==> run_1/met1.png <==
Supply wires on this layer in gray.
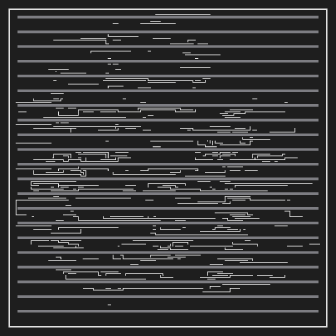
==> run_1/met2.png <==
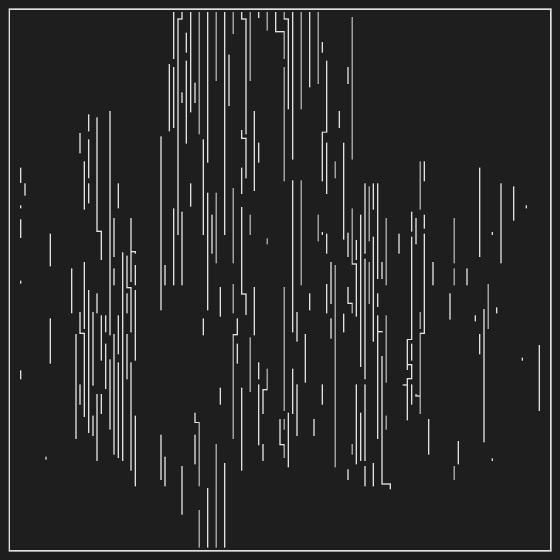
==> run_1/met3.png <==
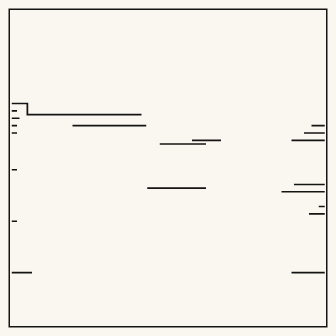
### config.mk
export PLATFORM = sky130hd
export DESIGN_NAME = store_loader
export DESIGN_NICKNAME = d
export VERILOG_FILES = /design/src/rtl/store_loader_pkg.sv /design/src/rtl/store_loader.sv
export SDC_FILE = /design/constraint.sdc
export NUM_CORES = 1
export LEC_CHECK = 0
export ABC_CLOCK_PERIOD_IN_PS = 2100
export CAP_MARGIN = 20
export CELL_PAD_IN_SITES_DETAIL_PLACEMENT = 1
export CELL_PAD_IN_SITES_GLOBAL_PLACEMENT = 1
export CORE_MARGIN = 1
export CORE_UTILIZATION = 26
export CTS_CLUSTER_SIZE = 40
export DETAILED_ROUTE_END_ITERATION = 10
export GPL_TIMING_DRIVEN = 1
export PLACE_DENSITY_LB_ADDON = 0.25
export REMOVE_ABC_BUFFERS = 1
export SYNTH_ARGS = -nofsm -noshare
export SYNTH_HDL_FRONTEND = slang
export SYNTH_SLANG_ARGS = --single-unit
### constraint.sdc
create_clock -name clk -period 2.1 [get_ports clk]
set_input_delay 0.525 -clock clk [delete_from_list [all_inputs] [get_ports clk]]
set_output_delay 0.525 -clock clk [all_outputs]
set_load 0.05 [all_outputs]
### src/rtl/store_loader_pkg.sv
// Shared definitions for the boot-time program loader and the main store it feeds.
// Latency: n/a (types and constants only).
// Backpressure: n/a.
package store_loader_pkg;

    // Defaults shared with the main store and the core's MAR.
    localparam int ADDR_W_DEF = 5;
    localparam int DATA_W_DEF = 8;
    localparam int DEPTH_DEF  = 32;

    // RD and CMP are only entered when read-back verification is built in.
    typedef enum logic [2:0] {
        IDLE = 3'd0,
        LOAD = 3'd1,
        DONE = 3'd2,
        RD   = 3'd3,
        CMP  = 3'd4
    } state_t;

endpackage

### src/rtl/store_loader.sv
// Boot loader: streams bytes into main store from address 0, holding the core in reset meanwhile.
// Latency: zero -- an accepted byte is written the same cycle (3 cycles per byte with LOADER_VERIFY_EN).
// Backpressure: in_ready only in LOAD; drops once DEPTH words are written or during read-back.
module store_loader
    import store_loader_pkg::*;
#(
    parameter int ADDR_W    = ADDR_W_DEF,
    parameter int DATA_W    = DATA_W_DEF,
    parameter int DEPTH     = DEPTH_DEF,
    parameter int BOOT_HOLD = 1
) (
    input  logic              clk,
    input  logic              rst,
    input  logic              start,
    input  logic              in_valid,
    input  logic [DATA_W-1:0] in_data,
    input  logic              in_last,
    output logic              in_ready,
    output logic              ms_read,
    output logic              ms_write,
    output logic [ADDR_W-1:0] ms_address,
    output logic [DATA_W-1:0] ms_data_o,
    input  logic [DATA_W-1:0] ms_data_i,
    output logic              busy,
    output logic              done,
    output logic [ADDR_W:0]   count,
    output logic              core_hold
`ifdef LOADER_VERIFY_EN
    ,
    output logic              err
`endif
);

    localparam logic [ADDR_W:0] DEPTH_C = (ADDR_W+1)'(DEPTH);

    state_t            state;
    logic [ADDR_W-1:0] ptr;
    logic [ADDR_W:0]   cnt;
    logic [ADDR_W:0]   cnt_inc;
    logic              hold_q;
    logic              hs;

    // Stream handshake drives the store pins directly so each byte lands with no added latency.
    assign in_ready   = (state == LOAD);
    assign hs         = in_valid & in_ready;
    assign cnt_inc    = cnt + (ADDR_W+1)'(1);
    assign ms_write   = hs;
    assign ms_address = ptr;
    assign ms_data_o  = hs ? in_data : '0;
    assign busy       = (state == LOAD) || (state == RD) || (state == CMP);
    assign done       = (state == DONE);
    assign count      = cnt;
    assign core_hold  = hold_q;

`ifdef LOADER_VERIFY_EN
    logic [DATA_W-1:0] byte_q;
    logic              last_q;
    logic              err_q;

    assign ms_read = (state == RD);
    assign err     = err_q;

    // Load FSM with read-back: every written word is read at the same address and compared.
    // The pointer only advances after a clean compare so RD reuses the write address.
    always_ff @(posedge clk) begin
        if (rst) begin
            state  <= IDLE;
            ptr    <= '0;
            cnt    <= '0;
            hold_q <= (BOOT_HOLD != 0);
            byte_q <= '0;
            last_q <= 1'b0;
            err_q  <= 1'b0;
        end else begin
            case (state)
                IDLE: if (start) begin
                    state  <= LOAD;
                    ptr    <= '0;
                    cnt    <= '0;
                    hold_q <= 1'b1;
                    err_q  <= 1'b0;
                end
                LOAD: if (hs) begin
                    cnt    <= cnt_inc;
                    byte_q <= in_data;
                    last_q <= in_last;
                    state  <= RD;
                end
                RD: state <= CMP;
                CMP: begin
                    if (ms_data_i != byte_q) begin
                        err_q <= 1'b1;
                        state <= DONE;
                    end else if (last_q || (cnt == DEPTH_C)) begin
                        state <= DONE;
                    end else begin
                        ptr   <= ptr + ADDR_W'(1);
                        state <= LOAD;
                    end
                end
                DONE: begin
                    // A failed image keeps the core parked in reset.
                    hold_q <= err_q;
                    state  <= IDLE;
                end
                default: state <= IDLE;
            endcase
        end
    end
`else
    // Read data is not consumed when read-back verification is absent.
    logic unused_rd;
    assign unused_rd = ^ms_data_i;
    assign ms_read   = 1'b0;

    // Load FSM: one byte per cycle; the pointer stops on the final word instead of wrapping.
    always_ff @(posedge clk) begin
        if (rst) begin
            state  <= IDLE;
            ptr    <= '0;
            cnt    <= '0;
            hold_q <= (BOOT_HOLD != 0);
        end else begin
            case (state)
                IDLE: if (start) begin
                    state  <= LOAD;
                    ptr    <= '0;
                    cnt    <= '0;
                    hold_q <= 1'b1;
                end
                LOAD: if (hs) begin
                    cnt <= cnt_inc;
                    if (in_last || (cnt_inc == DEPTH_C)) begin
                        state <= DONE;
                    end else begin
                        ptr <= ptr + ADDR_W'(1);
                    end
                end
                DONE: begin
                    hold_q <= 1'b0;
                    state  <= IDLE;
                end
                default: state <= IDLE;
            endcase
        end
    end
`endif

endmodule

==> reports/highlights.md, run 1 <==
• finished, final reports clean — run status
• 58.4 um — x dimension of the die
• 1370 sq um — area after detailed placement
• 74 — number of multi-input combinational cells
• 0 — Pins Over Slew Limit
• 33 — count of tool warnings
• 0.296 — Simple-Gate Fraction of Synth Area
• 0.0724 ns — post-route setup slack
• sky130_fd_sc_hd__dfxtp_1 — cell type with the highest aggregate area in the netlist
• 0.301 — share of power burned in the clock network
• ms_address[2]$_SDFFE_PP0P_ — capture instance of the worst register-to-register path
• 0.966 — share of the clock period used by the worst path after layout
• sky130_fd_sc_hd__dfxtp_1, sky130_fd_sc_hd__a21oi_1, sky130_fd_sc_hd__and3_1 — synth cell count leaders
• 181 — post-placement cell count
• 3420 sq um — die area
• 1.50 ns — data arrival time of the critical path
• core_hold$_SDFFE_PP1P_ — start point of the worst min-delay path
• 0 — DRT antenna net count
• 1 — Buffers & Inverters on Critical Path
• 3030 sq um — core footprint
• 0.307 mV — peak ir drop on the vdd network
• 36 — count of buffers inserted at the top-level ports
• 0.274 — FP Core Util
• 0.371 — non-clock buffer contribution to total cell area
• 0.82 ns — CP peak stage delay
• 0 — n_diodes
• 0.209 mW — power spent charging and discharging nets
• 0.43 ns — slack of the worst reg-to-reg path
• 479 nW/um^2 — total power density per cell area
• 3 — number of buffers created by CTS
• 4 — Non-clk invs
• 493 MHz — highest clock rate
• 0 — drc violations
• 0.513 ns — worst hold slack across all endpoints
• 0.498 ns — slew of the pin with the lowest slew margin
• 165 — Final #Nets
• ms_address[3]$_SDFFE_PP0P_ — Critical path origin
• 4 — tally of clock buffers in the finished layout
• 1.91 mm — estimated wirelength of the detail-placed design
• 44 — Tap Cells
• 0 — XOR/XNOR Area Share
• count[3]$_SDFFE_PP0P_ — critical register-to-register path startpoint
• clkdlybuf4s50_1 — series of cell instances along the critical path
• 14 — total of flip-flops plus latches after synthesis
• 1 — # H-tree levels
• sky130_fd_sc_hd__dfxtp_1 — Most common reg cell
• sky130_fd_sc_hd__clkdlybuf4s50_1, sky130_fd_sc_hd__buf_4, sky130_fd_sc_hd__dfxtp_1 — top logic cells by instance count in the layout
• sky130_fd_sc_hd__clkdlybuf4s50_1 — commonest non-fill, non-tap cell in the layout
• 0.231 — aoi share
• 98 — yosys stat cell total
• core_hold$_SDFFE_PP1P_ — worst min-delay path endpoint
• sky130_fd_sc_hd__dfxtp_1, sky130_fd_sc_hd__and3_1, sky130_fd_sc_hd__a21oi_1, sky130_fd_sc_hd__nand2_1, sky130_fd_sc_hd__nor4b_1 — Top cells by area
• 17 — Iter 0 DRT Violations
• 0.465 mW — Power Internal
• 4 — highest net fanout along the worst path
• 876 — via count of the first global-routing pass
• 0.667 — headroom to the max-slew limit
• 349 — number of inserted filler cells in the final layout
• 0.199 — Seq/total area
• no — setup repair after global routing missed its margin
• 0.354 — Comb area share
• 1 — stages on the worst setup path
• 1410 sq um — area of all placed cells without fillers
• primary output — nature of the critical path endpoint
• 0 — hold bufs inserted after CTS
• 98 — Post-Synthesis Cells
• 0.705 — RD Place Congestion
• ms_address[3] — crit path to
• 0 — Post-synth EDFFs
• 4.77 — vias per inst
• 0.338 — Synth top area share
• 14 — Sink Count
• sky130_fd_sc_hd__dfxtp_1 — Synth top cell by count
• sky130_fd_sc_hd__clkdlybuf4s50_1 — slowest stage cell, crit path
• 0.565 nW — LEAKAGE
• -0.0364 ns — pre-CTS setup slack
• 280 sq um — register cell area after layout
• 2 — CTS Buffer Depth
• 13.0 um — routed length per placed instance
• 0.0393 — mux contribution to synthesized area
• 0.00875 ns — Layout Skew
• 0.291 — part of the total power dissipated in combinational logic
• 8.45 sq um — mean instance size in the synthesized netlist
• 37 — count of distinct cell types in the synthesized netlist
• 0.29 ns — Clock Latency Late Sink
About met1.png:
The longest straight run is 20.7 um. The layer carries 1,110 um of wire. 131 nets have wire on it. The wires run mostly horizontal. The layer holds 46% of the routed length.
Vias: 882
Post-Route WL: 2.41 mm
fraction of met1 tracks used by global routing: 0.193

About met2.png:
146 nets have wire on it. The longest straight run is 24.1 um.
GR Util met2: 0.255

About met3.png:
The longest straight run is 20.9 um. The layer carries 105 um of wire. The wires run mostly horizontal. 19 nets have wire on it. The layer holds 4.4% of the routed length.
met3 routing resource usage after global routing: 0.0462

## run 1: flip-flops by register name, summed over array words and instances, names as in the netlist
register and count:
state 2, core_hold 1, ms_address 5, count 6
## run 1: per-layer routing
metal  up-vias  routed length (um)
li1        439                   -
met1       419                1110
met2        24                1200
met3         0                 104
met4         0                   0
met5         -                   0
## run 1: power groups by stage
stage          registers, mW  clock network (mW)  logic (mW)
2_1_floorplan          0.298                   0      0.0762
3_3_place_gp           0.281                   0       0.196
3_5_place_dp           0.281                   0       0.198
4_1_cts                0.275               0.210       0.198
5_1_grt                0.276               0.222       0.207
6_report               0.275               0.203       0.196
==> run 1 -> run 2 <==
GPL_TIMING_DRIVEN = default   (was 1)
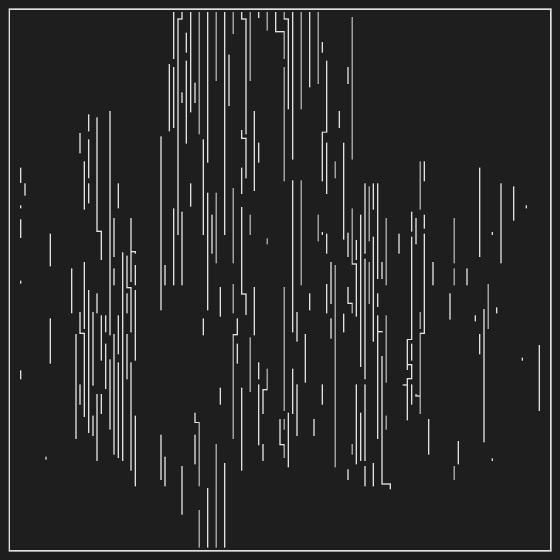
(run_2/met2.png)
The layer holds 50% of the routed length. 146 nets have wire on it. The wires run mostly vertical. The longest straight run is 24.1 um. The layer carries 1,200 um of wire.

==> reports/highlights.md, run 2 <==
• registers — group drawing the most power, unchanged
• 876 — via count of the first global-routing pass, unchanged
• 2.03 ns — minimum clock period after layout, unchanged
• 3030 sq um — core footprint, unchanged
• 0.498 ns — slew of the pin with the lowest slew margin, unchanged
• sky130_fd_sc_hd__dfxtp_1, sky130_fd_sc_hd__a21oi_1, sky130_fd_sc_hd__and3_1 — synth cell count leaders, unchanged
• 1 — stages on the worst setup path, unchanged
• 1.91 mm — estimated wirelength of the detail-placed design, unchanged
• 0.274 — FP Core Util, unchanged
• 58.4 um — x dimension of the die, unchanged
• 0 — n_diodes, unchanged
• 46 — I/O pin count, unchanged
• 0 — Post-synth EDFFs, unchanged
• 1.50 ns — data arrival time of the critical path, about the same
• core_hold$_SDFFE_PP1P_ — start point of the worst min-delay path, unchanged
• 17 — Iter 0 DRT Violations, unchanged
• 1 — Buffers & Inverters on Critical Path, unchanged
• 0.409 — Flop pwr share, about the same
• 185 — number of non-filler instances in the completed layout, unchanged
• 5 — DR pass1 iterations, unchanged
• 0.307 mV — peak ir drop on the vdd network, unchanged
• 0 — synth warn, unchanged
• 0.203 mW — Clk power, about the same
• 6 — depth of the most critical reg-to-reg path, unchanged
• sky130_fd_sc_hd__dfxtp_1 — Synth top cell by count, unchanged
• 2 — hold-critical path depth, unchanged
• 0.705 — RD Place Congestion, unchanged
• 0.465 mW — Power Internal, unchanged
• 0.196 mW — power in combinational cells, about the same
• met3 — uppermost layer routed, unchanged
• 0.310 — Sw Ratio, unchanged
• 0.291 — part of the total power dissipated in combinational logic, about the same
• 37 — count of distinct cell types in the synthesized netlist, unchanged
• 0.0462 — met3 routing resource usage after global routing, unchanged
• reg -> out — type of the worst setup path, unchanged
• 0.277 — share of post-route cells with drive strength above 1, unchanged
• 493 MHz — highest clock rate, unchanged
• 4.77 — vias per inst, unchanged
• 13.0 um — routed length per placed instance, unchanged
• 0 — number of max-capacitance violations reported, unchanged
• 4 — highest net fanout along the worst path, unchanged
• ms_address[2]$_SDFFE_PP0P_ — capture instance of the worst register-to-register path, unchanged
• 0.275 mW — power in sequential cells, about the same
• 2.41 mm — Post-Route WL, unchanged
• sky130_fd_sc_hd__clkdlybuf4s50_1, sky130_fd_sc_hd__buf_4, sky130_fd_sc_hd__dfxtp_1 — top logic cells by instance count in the layout, unchanged
• sky130_fd_sc_hd__clkdlybuf4s50_1 — commonest non-fill, non-tap cell in the layout, unchanged
• 1.20 mm — length of routed met2 wiring, unchanged
• 0.0724 ns — post-route setup slack, unchanged
• 58.4 um — Die Y, unchanged
• 0.338 — Synth top area share, unchanged
• 0 — Pins Over Slew Limit, unchanged
• 165 — Final #Nets, unchanged
• 0.301 — share of power burned in the clock network, about the same
• yes — CTS tree, unchanged
• 1 — # H-tree levels, unchanged
• register — Critical Path Start Type, unchanged
• 3420 sq um — die area, unchanged
• 181 — post-placement cell count, unchanged
• 8.45 sq um — mean instance size in the synthesized netlist, unchanged
• 479 nW/um^2 — total power density per cell area, unchanged
• met2 — routing layer with the top usage in global route, unchanged
• 0.667 — headroom to the max-slew limit, unchanged
• 0.565 nW — LEAKAGE, unchanged
• 2 — CTS Buffer Depth, unchanged
• 0 — DRT antenna net count, unchanged
• 0.43 ns — slack of the worst reg-to-reg path, about the same
• 98 — Post-Synthesis Cells, unchanged
• 0.209 mW — power spent charging and discharging nets, unchanged
• 0.255 — GR Util met2, unchanged
• ms_address[3] — crit path to, unchanged
• 498 sq um — area of the multi-input gates, unchanged
• 0.82 ns — CP peak stage delay, about the same
• 0.152 — global-route usage over all layers, unchanged
• 6 — max FFs per register, unchanged
• sky130_fd_sc_hd__clkbuf_4 — CTS root buffer, unchanged
• 36 — count of buffers inserted at the top-level ports, unchanged
• 1.11 mm — metal1 wirelength, unchanged
• 1410 sq um — area of all placed cells without fillers, unchanged
• sky130_fd_sc_hd__dfxtp_1, sky130_fd_sc_hd__and3_1, sky130_fd_sc_hd__a21oi_1, sky130_fd_sc_hd__nand2_1, sky130_fd_sc_hd__nor4b_1 — Top cells by area, unchanged
• sky130_fd_sc_hd__clkdlybuf4s50_1 — slowest stage cell, crit path, unchanged
• 0 — drc violations, unchanged
• -0.0364 ns — pre-CTS setup slack, unchanged
• 0.966 — share of the clock period used by the worst path after layout, unchanged
• 0.00875 ns — Layout Skew, unchanged
• 0.464 — share of the core filled with cells in the final layout, unchanged
• 14 — total of flip-flops plus latches after synthesis, unchanged
• 13 — pin count of the biggest net entering global routing, unchanged
• 828 sq um — netlist area before placement, unchanged
• ms_address[3]$_SDFFE_PP0P_ — Critical path origin, unchanged
• primary output — nature of the critical path endpoint, unchanged
• sky130_fd_sc_hd__dfxtp_1 — cell type with the highest aggregate area in the netlist, unchanged
• count[3]$_SDFFE_PP0P_ — critical register-to-register path startpoint, unchanged
• 33 — count of tool warnings, unchanged
• clkdlybuf4s50_1 — series of cell instances along the critical path, unchanged
• sky130_fd_sc_hd__dfxtp_1 — Most common reg cell, unchanged
• 1370 sq um — area after detailed placement, unchanged
• 104 um — met3 routed WL, unchanged
• 0 ns — Final TNS setup, unchanged
• 280 sq um — register cell area after layout, unchanged
• 98 — yosys stat cell total, unchanged
• 0 — residual overflow from global routing, unchanged
• 349 — number of inserted filler cells in the final layout, unchanged
• core_hold$_SDFFE_PP1P_ — worst min-delay path endpoint, unchanged
• finished, final reports clean — run status, unchanged
• 882 — Vias, unchanged
• no — setup repair after global routing missed its margin, unchanged
• 0 — share of async-settable or async-resettable flops after synthesis, unchanged
• 0.193 — fraction of met1 tracks used by global routing, unchanged
• 0.513 ns — worst hold slack across all endpoints, unchanged
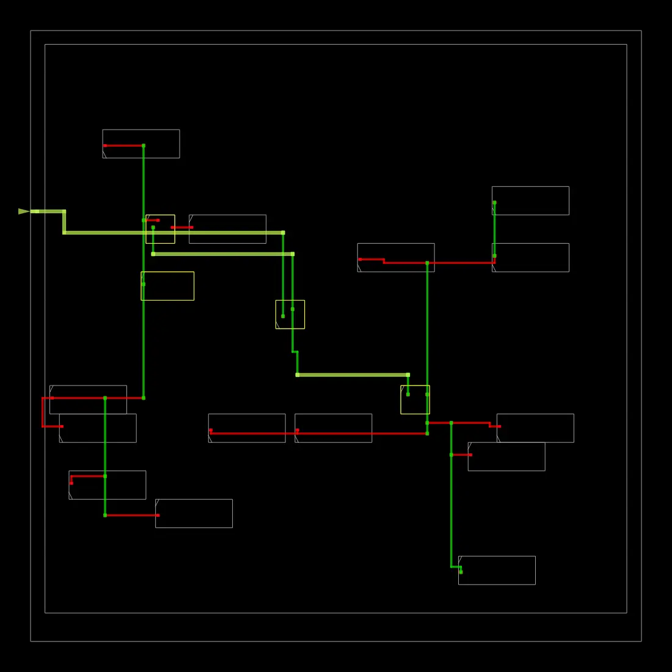
(run_2/final_clocks.png)
number of buffers created by CTS: 3
Sink Count: 14
Clock Latency Late Sink: 0.29 ns

[run 2: cell counts after synthesis]
Identical to the previous run, type by type.
[run 2: area by class of cell]
cell class                      count  area share
Multi-Input combinational cell     74       0.354
Timing Repair Buffer               45       0.371
Inverter                            4      0.0107
Tap cell                           44      0.0391
Sequential cell                    14       0.199
Clock buffer                        4      0.0258
[run 2: kinds of logic (layout without fill, tap and decap cells)]
family	after synthesis	after routing	synth area share
and+or+nand+nor	42	42	0.296
other	1	1	0.00453
adders and majority gates	2	2	0.0302
buffers and inverters	10	53	0.0604
DFF	14	14	0.338
muxes	2	2	0.0393
AOI/OAI and AO/OA	27	27	0.231
[run 2: what timing repair did]
item                                    4_1_cts  5_1_grt
endpoints found under the setup margin        3        0
hold buffers                                  0        0
gates resized                                 1        0
==> run_2/wire_density.png <==
Bar = 20 um. 12 x 12 tiles, from dark purple (low) to yellow (high), scaled to the fullest tile. Values are wire area over tile area, all layers added.
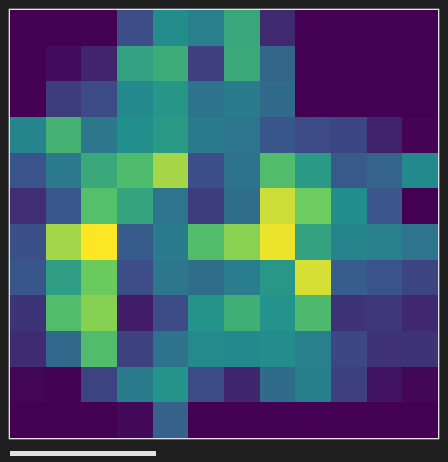

==> run 2 -> run 3 <==
ABC_CLOCK_PERIOD_IN_PS = 1700   (was 2100)
CAP_MARGIN = 25   (was 20)
CORE_UTILIZATION = 23   (was 26)
CTS_CLUSTER_SIZE = 10   (was 40)
clock period = 1.7 ns   (was 2.1 ns; I/O delays follow)
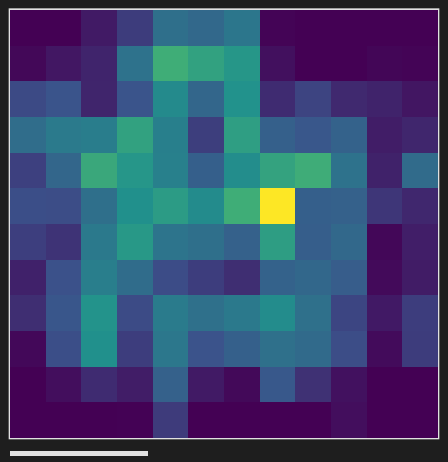
(run_3/wire_density.png)
Bar = 20 um. 12 x 12 tiles, from dark purple (low) to yellow (high), scaled to the fullest tile. Values are wire area over tile area, all layers added.
17% of the tiles are nearly empty. The fullest tile reaches 0.47. The densest ninth of the die: center. The emptiest ninth of the die: upper right. 11% of the tiles are over half the peak.
Post-Route WL: 2.84 mm
routed length per placed instance: 14.2 um
global-route usage over all layers: 0.159

==> reports/highlights.md, run 3 <==
• finished, final reports clean — run status, unchanged
• reg -> out — type of the worst setup path, unchanged
• count[0]$_SDFFE_PP0P_ — start point of the worst min-delay path, was core_hold$_SDFFE_PP1P_
• 373 — number of inserted filler cells in the final layout, was 349
• 0.987 — share of the clock period used by the worst path after layout
• 37 — count of distinct cell types in the synthesized netlist, unchanged
• 0.270 mV — peak ir drop on the vdd network, was 0.307 mV
• register — Critical Path Start Type, unchanged
• 0 — residual overflow from global routing, unchanged
• 0.191 — fraction of met1 tracks used by global routing, was 0.193
• 6 — depth of the most critical reg-to-reg path, unchanged
• 0.673 nW — LEAKAGE, was 0.565 nW
• 74 — number of multi-input combinational cells, unchanged
• simple AND/OR/NAND/NOR gates — dominant kind of combinational cell, unchanged
• 0.164 — Seq/total area, was 0.199
• sky130_fd_sc_hd__dfxtp_1 — Most common reg cell, unchanged
• 62.0 um — Die Y, was 58.4 um
• 4 — Non-clk invs, unchanged
• 2.14 mm — estimated wirelength of the detail-placed design, was 1.91 mm
• 0.272 mW — power spent charging and discharging nets, was 0.209 mW
• 4.69 — vias per inst, was 4.77
• ms_write — crit path to, was ms_address[3]
• 108 um — met3 routed WL, was 104 um
• 34 — count of tool warnings, was 33
• 16 — Resized cells post-CTS, was 1
• count[0]$_SDFFE_PP0P_ — worst min-delay path endpoint, was core_hold$_SDFFE_PP1P_
• 0.384 — Flop pwr share, was 0.409
• 0 — number of max-capacitance violations reported, unchanged
• 0 — n_diodes, unchanged
• yes — setup repair after global routing missed its margin, was no
• nor2b_4, nand2_1, inv_2, buf_12 — series of cell instances along the critical path, was clkdlybuf4s50_1
• 1.49 mm — length of routed met2 wiring, was 1.20 mm
• 596 MHz — highest clock rate
• 0.0414 — met3 routing resource usage after global routing, was 0.0462
• 46 — Tap Cells, was 44
• 0 — share of async-settable or async-resettable flops after synthesis, unchanged
• 2 — CTS Buffer Depth, unchanged
• 0 — Post-synth EDFFs, unchanged
• 0.231 — aoi share, unchanged
• 14 — Sink Count, unchanged
• 14 — total of flip-flops plus latches after synthesis, unchanged
• 0.485 ns — slew of the pin with the lowest slew margin, was 0.498 ns
• 3390 sq um — core footprint, was 3030 sq um
• yes — CTS tree, unchanged
• 36 — count of buffers inserted at the top-level ports, unchanged
• 0.329 — Comb area share, was 0.354
• 0.306 — Sw Ratio, was 0.310
• 58 — number of non-clock buffers in the layout, was 45
• 1.25 ns — data arrival time of the critical path, was 1.50 ns
• 4 — DR pass1 iterations, was 5
• 4 — stages on the worst setup path, was 1
• 4 — tally of clock buffers in the finished layout, unchanged
• 0.290 — GR Util met2, was 0.255
• 0.296 — Simple-Gate Fraction of Synth Area, unchanged
• 0.338 — Synth top area share, unchanged
• 0.672 — headroom to the max-slew limit, was 0.667
• ms_address[2]$_SDFFE_PP0P_ — capture instance of the worst register-to-register path, unchanged
• 0 — Pins Over Slew Limit, unchanged
• 1 — # H-tree levels, unchanged
• 0 — hold bufs inserted after CTS, unchanged
• sky130_fd_sc_hd__dfxtp_1 — Synth top cell by count, unchanged
• sky130_fd_sc_hd__dfxtp_1 — cell type with the highest aggregate area in the netlist, unchanged
• 10 — pin count of the biggest net entering global routing, was 13
• 0.0302 — yosys adder share, unchanged
• 0.0211 — ClkCell Share, was 0.0258
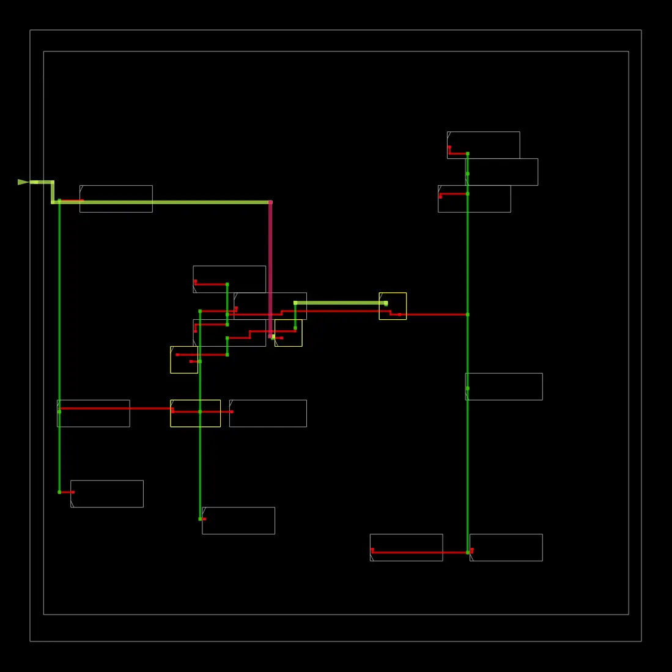
(run_3/final_clocks.png)
flip-flops: 14
Clk power: 0.249 mW
Layout Skew: 0.00785 ns

-- run 3: cell counts after synthesis --
Identical to the previous run, type by type.
-- run 3: stage by stage --
step                TNS, ns   util  std cells  hold slack [ns]  setup slack (ns)
global route         -0.157  0.508        200            0.524           -0.0405
finish                    0  0.508        200            0.506            0.0219
CTS                       0  0.500        200            0.519           0.00207
detailed placement    -3.06  0.467        193            0.493            -0.195
global placement      -2.41  0.467        193            0.483            -0.165
floorplan            -19.60      -         92            0.494             -1.14
-- run 3: power groups by stage --
stage               clock (mW)  sequential (mW)  combinational (mW)
global route             0.270            0.343               0.313
floorplan                    0            0.368              0.0941
global placement             0            0.347               0.268
detailed placement           0            0.348               0.272
finish                   0.249            0.341               0.298
CTS                      0.261            0.341               0.294
Power is estimated from default activity; no workload was simulated.
